$ cat src/rtl/prime_pkg.sv
// prime_pkg: shared scanner/collector width, default FIFO depth and capture FSM encoding
package prime_pkg;
   localparam int DATA_W = 11;
   localparam int DEPTH  = 16;
   typedef enum logic {S_ARMED = 1'b0, S_HELD = 1'b1} cap_state_t;
endpackage

$ cat src/rtl/prime_sync_fifo.sv
// prime_sync_fifo: synchronous FIFO with wrap-bit pointers and a registered first-word fall-through head
module prime_sync_fifo #(
   parameter int DATA_W = 11,
   parameter int ADDR_W = 4
) (
   input  logic              clk,
   input  logic              rst,
   input  logic              push,
   input  logic [DATA_W-1:0] push_data,
   input  logic              pop,
   output logic              full,
   output logic              empty,
   output logic [ADDR_W:0]   count,
   output logic [DATA_W-1:0] head
);
   logic [DATA_W-1:0] mem [2**ADDR_W];
   logic [ADDR_W:0] wr_ptr, rd_ptr, wr_n, rd_n;
   logic pop_ok, push_ok;
   assign empty = wr_ptr == rd_ptr;
   assign full  = (wr_ptr[ADDR_W-1:0] == rd_ptr[ADDR_W-1:0]) && (wr_ptr[ADDR_W] != rd_ptr[ADDR_W]);
   assign count = wr_ptr - rd_ptr;
   // a full FIFO still takes a push when the head leaves in the same cycle
   always_comb begin
      pop_ok  = pop && !empty;
      push_ok = push && (!full || pop_ok);
      wr_n    = wr_ptr + (ADDR_W+1)'(push_ok);
      rd_n    = rd_ptr + (ADDR_W+1)'(pop_ok);
   end
   // storage write, suppressed while in reset
   always_ff @(posedge clk)
      if (!rst && push_ok) mem[wr_ptr[ADDR_W-1:0]] <= push_data;
   // pointers and head; the head bypasses the RAM when the new head is being written now
   always_ff @(posedge clk) begin
      if (rst) begin
         wr_ptr <= '0;
         rd_ptr <= '0;
         head   <= '0;
      end else begin
         wr_ptr <= wr_n;
         rd_ptr <= rd_n;
         if (wr_n != rd_n) head <= (rd_n == wr_ptr) ? push_data : mem[rd_n[ADDR_W-1:0]];
      end
   end
endmodule

$ cat src/rtl/prime_collector.sv
// prime_collector: captures each distinct prime from the scanner into a FIFO; PRIME_COLLECTOR_GAP_EN adds max_gap
module prime_collector #(
   parameter int DATA_W = prime_pkg::DATA_W,
   parameter int DEPTH  = prime_pkg::DEPTH,
   parameter int ADDR_W = $clog2(DEPTH)
) (
   input  logic              clk,
   input  logic              rst,
   input  logic [DATA_W-1:0] numberChecked,
   input  logic              prime,
   input  logic              rd_ready,
   output logic              rd_valid,
   output logic [DATA_W-1:0] rd_data,
   output logic [ADDR_W:0]   fifo_count,
   output logic [DATA_W-1:0] total_captured,
`ifdef PRIME_COLLECTOR_GAP_EN
   output logic [DATA_W-1:0] max_gap,
`endif
   output logic              overflow
);
   import prime_pkg::*;
   cap_state_t state, state_n;
   logic [DATA_W-1:0] last_num, last_num_n;
   logic cap, full, empty, pop, push_ok;
   assign rd_valid = !empty;
   assign pop      = rd_valid && rd_ready;
   assign push_ok  = cap && (!full || pop);
   // capture on the first prime after idle, or on a new value while primes keep coming
   always_comb begin
      state_n    = prime ? S_HELD : S_ARMED;
      cap        = prime && (state == S_ARMED || numberChecked != last_num);
      last_num_n = cap ? numberChecked : (prime ? last_num : '0);
   end
   // capture FSM state and last captured number
   always_ff @(posedge clk) begin
      if (rst) begin
         state    <= S_ARMED;
         last_num <= '0;
      end else begin
         state    <= state_n;
         last_num <= last_num_n;
      end
   end
   prime_sync_fifo #(.DATA_W(DATA_W), .ADDR_W(ADDR_W)) u_fifo (
      .clk(clk), .rst(rst), .push(cap), .push_data(numberChecked), .pop(pop),
      .full(full), .empty(empty), .count(fifo_count), .head(rd_data)
   );
   // saturating accepted-push counter and sticky drop flag
   always_ff @(posedge clk) begin
      if (rst) begin
         total_captured <= '0;
         overflow       <= 1'b0;
      end else begin
         if (push_ok && total_captured != '1) total_captured <= total_captured + 1'b1;
         if (cap && full && !pop) overflow <= 1'b1;
      end
   end
`ifdef PRIME_COLLECTOR_GAP_EN
   logic [DATA_W-1:0] prev, gap;
   logic have_prev;
   assign gap = numberChecked - prev;
   // largest gap between consecutive accepted primes within one scanner run
   always_ff @(posedge clk) begin
      if (rst || (state == S_HELD && !prime)) begin
         prev      <= '0;
         have_prev <= 1'b0;
         max_gap   <= '0;
      end else if (push_ok) begin
         prev      <= numberChecked;
         have_prev <= 1'b1;
         if (have_prev && gap > max_gap) max_gap <= gap;
      end
   end
`endif
endmodule

$ cat config.mk
export PLATFORM = sky130hd
export DESIGN_NAME = prime_collector
export DESIGN_NICKNAME = d
export VERILOG_FILES = /design/src/rtl/prime_pkg.sv /design/src/rtl/prime_sync_fifo.sv /design/src/rtl/prime_collector.sv
export SDC_FILE = /design/constraint.sdc
export NUM_CORES = 1
export LEC_CHECK = 0
export CAP_MARGIN = 10
export CELL_PAD_IN_SITES_DETAIL_PLACEMENT = 0
export CELL_PAD_IN_SITES_GLOBAL_PLACEMENT = 1
export CORE_UTILIZATION = 49
export CTS_BUF_LIST = sky130_fd_sc_hd__clkbuf_4
export DETAILED_ROUTE_END_ITERATION = 8
export PLACE_DENSITY_LB_ADDON = 0.1
export SLEW_MARGIN = 30
export SYNTH_ARGS = -nofsm -noshare
export SYNTH_HDL_FRONTEND = slang
export SYNTH_HIERARCHICAL = 1
export SYNTH_SLANG_ARGS = --single-unit
$ cat constraint.sdc
create_clock -name clk -period 4.5 [get_ports clk]
set_clock_uncertainty 0.05 [all_clocks]
set_input_delay 1.35 -clock clk [delete_from_list [all_inputs] [get_ports clk]]
set_output_delay 1.35 -clock clk [all_outputs]
set_load 0.02 [all_outputs]
Run 1, cell area per tile:
14 x 14 tiles, from white (low) to dark blue (high), 0 to 100% covered.
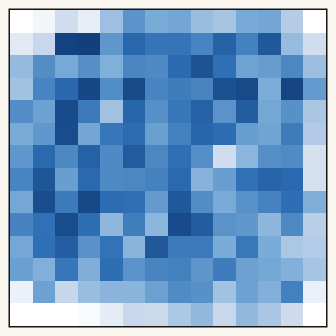
nearly empty tiles: 3.1%
fullest tile: 94%
mean over tiles: 56%
tiles over 75% full: 20%

Run 1, pin placement:
Pins as bars across the die edge, other pins in gray.
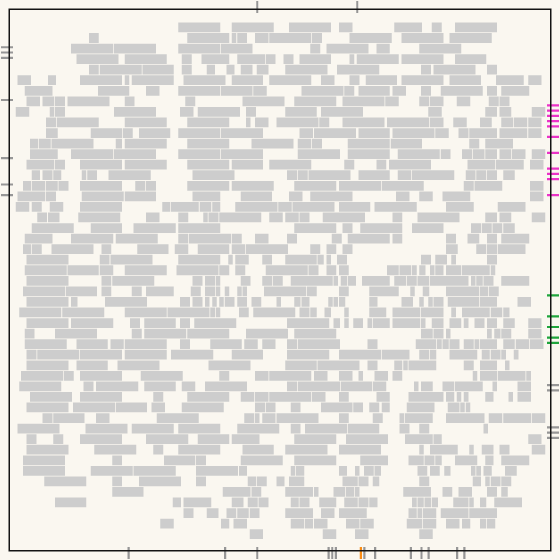
[rd_data] magenta | pins: 11 | direction: output | edge: right
[rst] orange | pins: 1 | direction: input | edge: bottom
[fifo_count] green | pins: 5 | direction: output | edge: right
all pins by edge: 21 right, 14 bottom, 7 left, 2 top

Run 1, routed clock nets over the placement:
Scale bar: 50 microns.
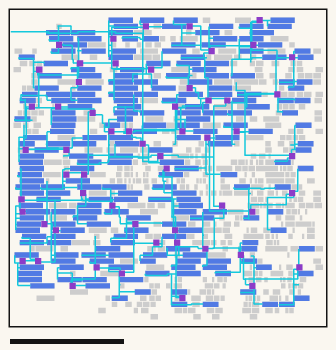
[flip-flops] blue | count: 221
[clock wires] cyan | length: 2,780 microns
[clock drivers] purple | count: 57
routed clock nets: 58
clock insertion delay at the later pin of the skew report: 660 ps
clock distribution power: 0.00170 W

==> impl.org, run 1 <==
#+TITLE: Physical design notes

** Clock network
- In this run the clock root is driven by a clkbuf_4.
- TritonCTS built the clock tree.
- In this run the number of H-tree levels came out at 2.
- CTS clk-pin slew, worst paths :: 60 ps

** Power
- The script extracted a net switching power of about 0.0012 W.
- The internal power of the cells totals roughly 0.0036 W.
- Pwr/cell area :: roughly 420 nW/um^2
- The power report lists the combinational group at 0.000753 W.
- The share of total power dissipated in combinational logic is 0.159.
- The share of total power dissipated in sequential elements is 0.482.
- The share of total power dissipated in the clock network is 0.360.
- Total power :: around 0.0047 W
- The power report puts the leakage power at roughly 3.9 nW.
- Max VDD drop :: ~0.23 mV
- Net Sw Frac :: 0.249

** Final timing
- In this run the tightest slew margin relative to its limit is 0.539.
- Final setup fails :: 0
- Slew Limit Fails :: 0
- Setup repair after global routing left no endpoint under its margin.
- Summed over all failing endpoints, the final setup total negative slack is 0 ps.
- Period Utilization, post-route :: 0.954
- Final critical path time including I/O delays and setup :: 4290 ps

** Job
- The logs give a warning total of 27.

** Yosys
- By count the netlist is led by 176 x edfxtp_1, 45 x dfxtp_1, 45 x mux2i_1, 44 x mux4_2, 32 x nor2_1.
- Of the post-synthesis cell area, the dominant cell type holds 0.574.
- Grouping non-sequential cells by family puts the most area in multiplexers.
- The synthesized netlist contains 47 unique library cells.
- The biggest area contributor in the post-synthesis netlist is edfxtp_1.
- Most frequently used cell type in the post-synthesis netlist :: edfxtp_1
- Sorting the synthesized cells by area gives the leading types as edfxtp_1 57%, mux4_2 11%, dfxtp_1 9.8%.
- After synthesis, the mean cell area works out to approximately 17 sq um.
- Adder Area Share :: 0.0144
- In this run, the synthesized area fraction spent on and/or/nand/nor cells is recorded as 0.0626.
- Total number of yosys warnings :: 6
- Synthesis produced a netlist with a net count of ~570.
- Post-synth tally of flip-flops with integrated enable :: roughly 180
- The post-synth register bit count is 221.
- The number of cells reported by Yosys stat comes to 548.
- Per the synthesis report, the AND-OR/OR-AND share of the synthesized area is 0.0344.
- FFs w/ async S/R, synth :: 0

** Global route
- Entering global routing, the biggest net connects about 43 pins.
- GRT Overall Usage :: 0.219
- M1 GR Usage :: 0.302
- First-pass GRT wire length :: 31.7 mm
- Per the GRT log, the top usage layer is met2.
- The initial antenna violation count came to 1.
- Global-route congestion overflow total :: 0

** Routing
- Routed met1 length :: roughly 9 mm
- Per the detail_route report, DRC violations left total 6.
- Number of DRC markers after the initial detailed-route iteration :: 320

** Status
- Outcome :: finished, violations left
- The checks that failed: design-rule violations.

** Worst setup path
- Slowest stage delay, CP :: ~620 ps
- Across all register-to-register paths, the minimum setup slack is 630 ps.
- Data arrival time of the critical path :: 2890 ps
- The timing report attributes the biggest portion of critical-path delay to buffers and inverters.
- The largest individual stage delay along the critical path comes from the cell clkdlybuf4s50_1.
- Count of buffer and inverter cells on the critical path :: 3
- Looking at the reg2reg group, the worst path starts from u_fifo/wr_ptr[1].
- Startpoint kind of the worst setup timing path :: register
- Critical path type :: register to output port

** Final layout
- Counting the clock-network buffers in the layout gives 86.
- Per the cell usage report, the commonest logic cells after layout are 176 x edfxtp_1, 86 x clkbuf_4, 59 x buf_4.
- Multi-In Gates :: around 290
- Registers represent a cell area share of 0.554.
- Area used by sequential logic in the layout :: roughly 6200 sq um
- The finished layout reports a core utilization of 0.613.
- The multi-input combinational cells in the finished layout cover a total of about 2900 sq um.
- Multi-input logic gates represent a cell area share of 0.258.
- Per the final layout report, the fraction of cells sized above drive strength 1 comes to 0.301.
- Filler Cell Count :: around 1,400
- The number of sequential cells reported for the layout is roughly 220.
- Post-route cell area :: ~11,000 sq um

** Place
- Per the gpl log, the routability congestion estimate is between 0.7 and 0.8.
- In this run the tool buffered the top-level ports with between 40 and 50 buffer cells.
- Worst-case setup slack after placement :: -311 ps
- Per the detailed placement report, the placed cell area equals around 10,000 sq um.

** Floorplan
- Per the OpenROAD floorplan log, the area of the die is 19,400 sq um.
- Well Taps :: 229
- According to the floorplan log, the row count is a little under 50.

** Min path
- Hold path endpoint :: overflow
run 1: worst max-delay path by stage:
| stage | from | end | cells past startpoint |
|---|---|---|---|
| final | u_fifo/wr_ptr[0] | fifo_count[4] | 8 |
| after detailed placement | numberChecked[0] | u_fifo/head[6] | 15 |
| after global placement | numberChecked[0] | u_fifo/head[8] | 14 |
| after global routing | u_fifo/wr_ptr[0] | fifo_count[4] | 8 |
| after floorplan | numberChecked[6] | u_fifo/head[0] | 13 |
| after CTS | u_fifo/wr_ptr[0] | fifo_count[4] | 8 |
run 1: flip-flops by register name, summed over array words and instances (netlist names):
name / flops
u_fifo/head: 11
u_fifo/wr_ptr: 5
u_fifo/rd_ptr: 5
overflow: 1
total_captured: 11
last_num: 11
u_fifo/mem: 176
state: 1
Run 1, placed standard cells:
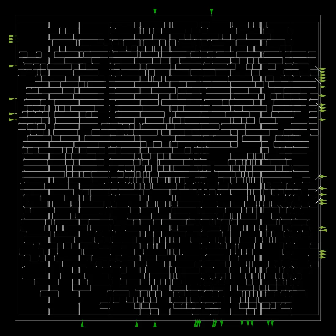

==> inputs of run 2 (changes only) <==
--- a/config.mk
+++ b/config.mk
@@ -8,9 +8,11 @@
 export CAP_MARGIN = 10
 export CELL_PAD_IN_SITES_DETAIL_PLACEMENT = 0
 export CELL_PAD_IN_SITES_GLOBAL_PLACEMENT = 1
+export CORE_MARGIN = 2
 export CORE_UTILIZATION = 49
 export CTS_BUF_LIST = sky130_fd_sc_hd__clkbuf_4
 export DETAILED_ROUTE_END_ITERATION = 8
+export DONT_BUFFER_PORTS = 1
 export PLACE_DENSITY_LB_ADDON = 0.1
 export SLEW_MARGIN = 30
 export SYNTH_ARGS = -nofsm -noshare
Run 2, placed standard cells:
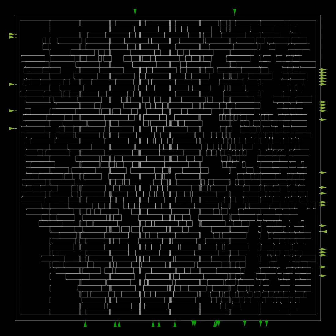
CORE AREA: 18,600 sq um
Well Taps: 234

Run 2, cell area per tile:
14 x 14 tiles, from white (low) to dark blue (high), 0 to 100% covered.
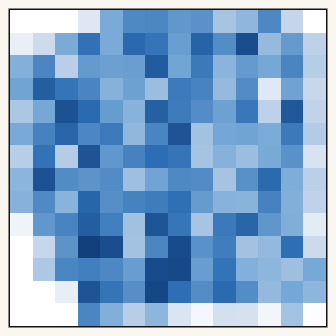
nearly empty tiles: 6.1%
tiles over 75% full: 14%
fullest tile: 94%
Core Util, Final: 0.565
Initial Util: 0.496

==> impl.org, run 2 <==
#+TITLE: Physical design notes

** Place
- Final estimated routing congestion in global placement :: around 0.76
- In this run the tool buffered the top-level ports with 0 buffer cells.
- Logged for this run, the post-placement worst setup slack is between 150 and 200 ps.
- Placed cell area :: 9710 sq um

** Yosys
- In this run, the synthesized area fraction spent on and/or/nand/nor cells is recorded as 0.0626.
- The cell-mix breakdown from Yosys lists the compound-gate area share as 0.0344.
- Number of nets at floorplan :: around 570
- Total number of yosys warnings :: 6
- Post-synth tally of flip-flops with integrated enable :: ~180
- Dominant kind of combinational cell :: multiplexers
- For this design, Yosys synthesis ends with a cell count of around 550.
- Yosys reports that the most numerous cell types are 176 x edfxtp_1, 45 x dfxtp_1, 45 x mux2i_1, 44 x mux4_2, 32 x nor2_1.
- The share of synthesized area in the top cell type comes to 0.574.
- The synthesis stat section lists a flop and latch total of around 220.
- Area leader, netlist :: edfxtp_1
- Adder Area Share :: 0.0144
- Netlist cell types :: about 47

** Final timing
- Final critical path time including I/O delays and setup :: 4120 ps
- Headroom to the max-slew limit :: 0.445
- The end-of-flow timing check tallies setup violations at 0.
- Slew Limit Fails :: 0
- Setup repair after global routing left no endpoint under its margin.
- Period Utilization, post-route :: 0.916
- Final TNS setup :: 0 ps

** Global route
- GRT Overall Usage :: 0.213
- Entering global routing, the biggest net connects roughly 44 pins.
- Initial antenna violation count :: 1
- First-pass GRT wire length :: ~31 mm
- Global-route congestion overflow total :: 0

** Routing
- DR DRC count :: 0

** Final layout
- Footprint of the multi-input gates :: around 2900 sq um
- The fraction of cell area in multi-input combinational cells is reported as 0.276.
- Multi-In Gates :: 285
- The most common logic cells in the final layout are 176 x edfxtp_1, 87 x clkbuf_4, 45 x mux2i_1, 45 x dfxtp_1, 44 x mux4_2.
- Share of cell area taken by flip-flops and latches :: 0.589
- Layout sequential cell count :: between 200 and 250
- Post-route cell area :: roughly 10,000 sq um
- Fraction of final layout cells with drive strength greater than 1 :: 0.295

** Worst setup path
- Critical path origin :: u_fifo/wr_ptr[0]
- Broken down by cell family, the worst path's largest delay share belongs to AND-OR/OR-AND gates.
- Crit Reg-Reg Startpoint :: u_fifo/wr_ptr[0]
- FF-to-FF setup slack :: 380 ps
- The worst setup path is of the register to register kind.
- Critical Path End :: u_fifo/head[9]
- Data arrival time of the critical path :: about 4600 ps
- The largest single stage delay on the critical path is around 670 ps.

** Clock network
- CTS clk-pin slew, worst paths :: approximately 60 ps
- CTS built an H-tree with a depth of 2.

** Floorplan
- According to the floorplan log, the row count is around 50.
- Per the OpenROAD floorplan log, the area of the die is between 15,000 and 20,000 sq um.

** Min path
- Hold path endpoint :: total_captured[10]

** Status
- Outcome :: complete, no violations

** Power
- The final power report lists total power as ~0.0047 W.
Run 2, routed clock nets over the placement:
Scale bar: 50 microns.
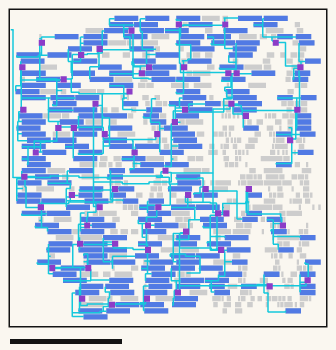
[flip-flops] blue | count: 221
[clock wires] cyan | length: 2,830 microns
[clock drivers] purple | count: 58
flops lie: spread over the die

[run 2: worst register-to-register path: cells and delay by family, from the launching register on]
kind | cells | cell delay, ps
adder cells (fa/ha/maj) | 2 | 560
XOR/XNOR | 2 | 880
AND/OR/NAND/NOR | 4 | 770
buffers and inverters | 3 | 350
flip-flops | 1 | 440
AND-OR/OR-AND | 3 | 950
[run 2: report_power, final]
| part | switching [W] | total, W | internal (W) |
|---|---|---|---|
| logic | 0.000284 | 0.000557 | 0.000273 |
| registers | 0.0000719 | 0.00233 | 0.00226 |
| clock network | 0.000791 | 0.00179 | 0.000999 |
| total | 0.00115 | 0.00467 | 0.00353 |
[run 2: routing by layer]
metal  share of wire  wire length (microns)  track usage
met2            0.49                   9930        0.340
met1            0.41                   8400        0.281
met3           0.079                   1610       0.0533
met4           0.021                    418       0.0879
met5               0                      0            0
Run 2, signal wires on met3:
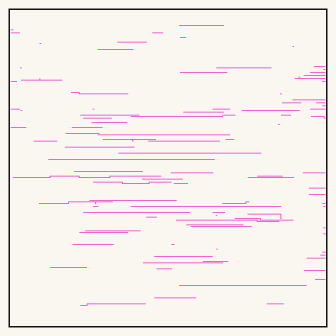

==> inputs of run 3 (changes only) <==
--- a/config.mk
+++ b/config.mk
@@ -8,7 +8,7 @@
 export CAP_MARGIN = 10
 export CELL_PAD_IN_SITES_DETAIL_PLACEMENT = 0
 export CELL_PAD_IN_SITES_GLOBAL_PLACEMENT = 1
-export CORE_MARGIN = 2
+export CORE_MARGIN = 1
 export CORE_UTILIZATION = 49
 export CTS_BUF_LIST = sky130_fd_sc_hd__clkbuf_4
 export DETAILED_ROUTE_END_ITERATION = 8
Run 3, signal wires on met3:
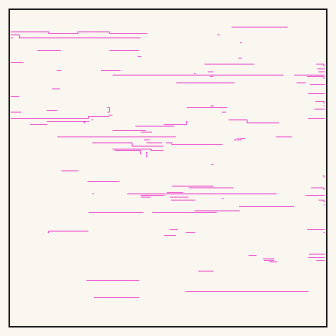
wire length on this layer: 1,180 microns
longest straight run: 75.0 microns
M3 GR Usage: 0.0494
count of vias placed by the detailed router: 5,068
routed wire length: 20.2 mm

Run 3, pin placement:
Pins as bars across the die edge, other pins in gray.
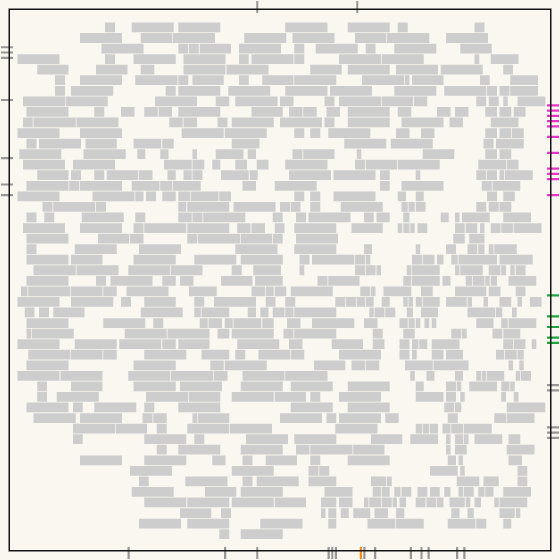
[rst] orange | pins: 1 | direction: input | edge: bottom
[rd_data] magenta | pins: 11 | direction: output | edge: right
[fifo_count] green | pins: 5 | direction: output | edge: right
all pins by edge: 21 right, 14 bottom, 7 left, 2 top

Run 3, placed standard cells:
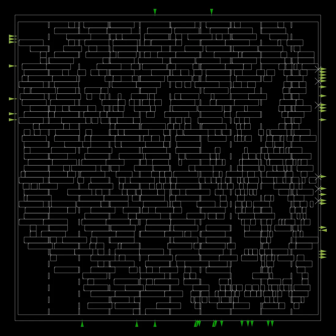
placement row count: 49
final non-filler cell total: 879
share of cell area taken by flip-flops and latches: 0.592
Well Taps: 229

==> impl.org, run 3 <==
#+TITLE: Physical design notes

** Status
- Outcome :: finished, violations left
- The final reports fail on design-rule violations.

** Yosys
- Number of synthesized register bits :: between 200 and 250
- The commonest cells after synthesis are 176 x edfxtp_1, 45 x dfxtp_1, 45 x mux2i_1, 44 x mux4_2, 32 x nor2_1.
- Yosys mapped a number of flops with a built-in enable equal to between 150 and 200.
- Counting distinct cell types in the post-synthesis netlist gives 47.
- Each instance of the synthesized netlist takes up on average roughly 17 sq um.
- Looking at the gate-level netlist, the highest instance count belongs to edfxtp_1.
- Largest type area fraction :: 0.574
- The main area contributors are edfxtp_1 57%, mux4_2 11%, dfxtp_1 9.8%.
- Area leader, netlist :: edfxtp_1

** Power
- Proportion of power drawn by combinational gates :: 0.116
- Max VDD drop :: between 0.2 and 0.3 mV
- Switching power summed over all nets :: roughly 0.0011 W
- Power comes to approximately 0.0046 W.
- The power report attributes to the clock group a share of 0.383.
- Sequential cells consume a total of approximately 0.0023 W.

** Global route
- For this run, the total global-route usage over all layers was measured as 0.217.
- Maximum number of pins on one net before global-route repair :: between 40 and 50

** Final timing
- Final TNS setup :: 0 ps
- Final critical path time including I/O delays and setup :: approximately 4000 ps

** Place
- Placed cell area :: ~9700 sq um
- Final estimated routing congestion in global placement :: just under 0.8
- Per the post-place timing report, worst setup slack is about 94 ps.

** Worst setup path
- Startpoint kind of the worst setup timing path :: register
- Cell family with the largest share of critical-path delay :: simple AND/OR/NAND/NOR gates
- CP max-delay cell :: or4_4
- Per STA, the highest per-stage delay on the worst path measures slightly above 600 ps.
- The worst setup path is of the register to register kind.
- The timing report gives the worst reg2reg path a setup slack of roughly 450 ps.
- Data arrival time of the critical path :: 4500 ps

** Final layout
- Commonest cells after routing, fill and taps aside :: 176 x edfxtp_1, 85 x clkbuf_4, 45 x mux2i_1, 45 x dfxtp_1, 44 x mux4_2
- The register with the most flip-flops in the layout has approximately 180 of them.
- Fraction of final layout cells with drive strength greater than 1 :: 0.294

** Clock network
- Clock insertion delay at the later pin of the skew report :: ~670 ps
- The cell sitting at the root of the clock tree is a clkbuf_4.
- The H-tree was split into 2 levels.

** Routing
- The script parses the final routing iteration and logs DRC violations as 6.

** Floorplan
- Initial Util :: 0.506
- In this run the full chip footprint comes out at 19,400 sq um.
[run 3: cell types whose count changed in the layout (fill, tap and decap cells not counted)]
cell / previous run / this run
buf_4: 27 / 25
clkbuf_4: 87 / 85
nor2_1: 28 / 26
nor2_2: 4 / 6
buf_12: 4 / 3
clkinv_2: 3 / 4
diode_2: 1 / 0
[run 3: layer usage]
layer,up-vias,part of all wire,global-route usage
li1,2296,-,-
met1,2587,0.45,0.296
met2,156,0.47,0.341
met3,29,0.058,0.0494
met4,0,0.021,0.0830
met5,-,0,0
[run 3: final cells by class]
class                           instances  area [sq um]
Timing Repair Buffer                   28           248
Clock inverter                         18           134
Inverter                               13          48.8
Sequential cell                       221          6190
Tap cell                              229           287
Multi-Input combinational cell        285          2910
Clock buffer                           85           638
Fill cell                            1440          7760
Power is estimated from default activity; no workload was simulated.
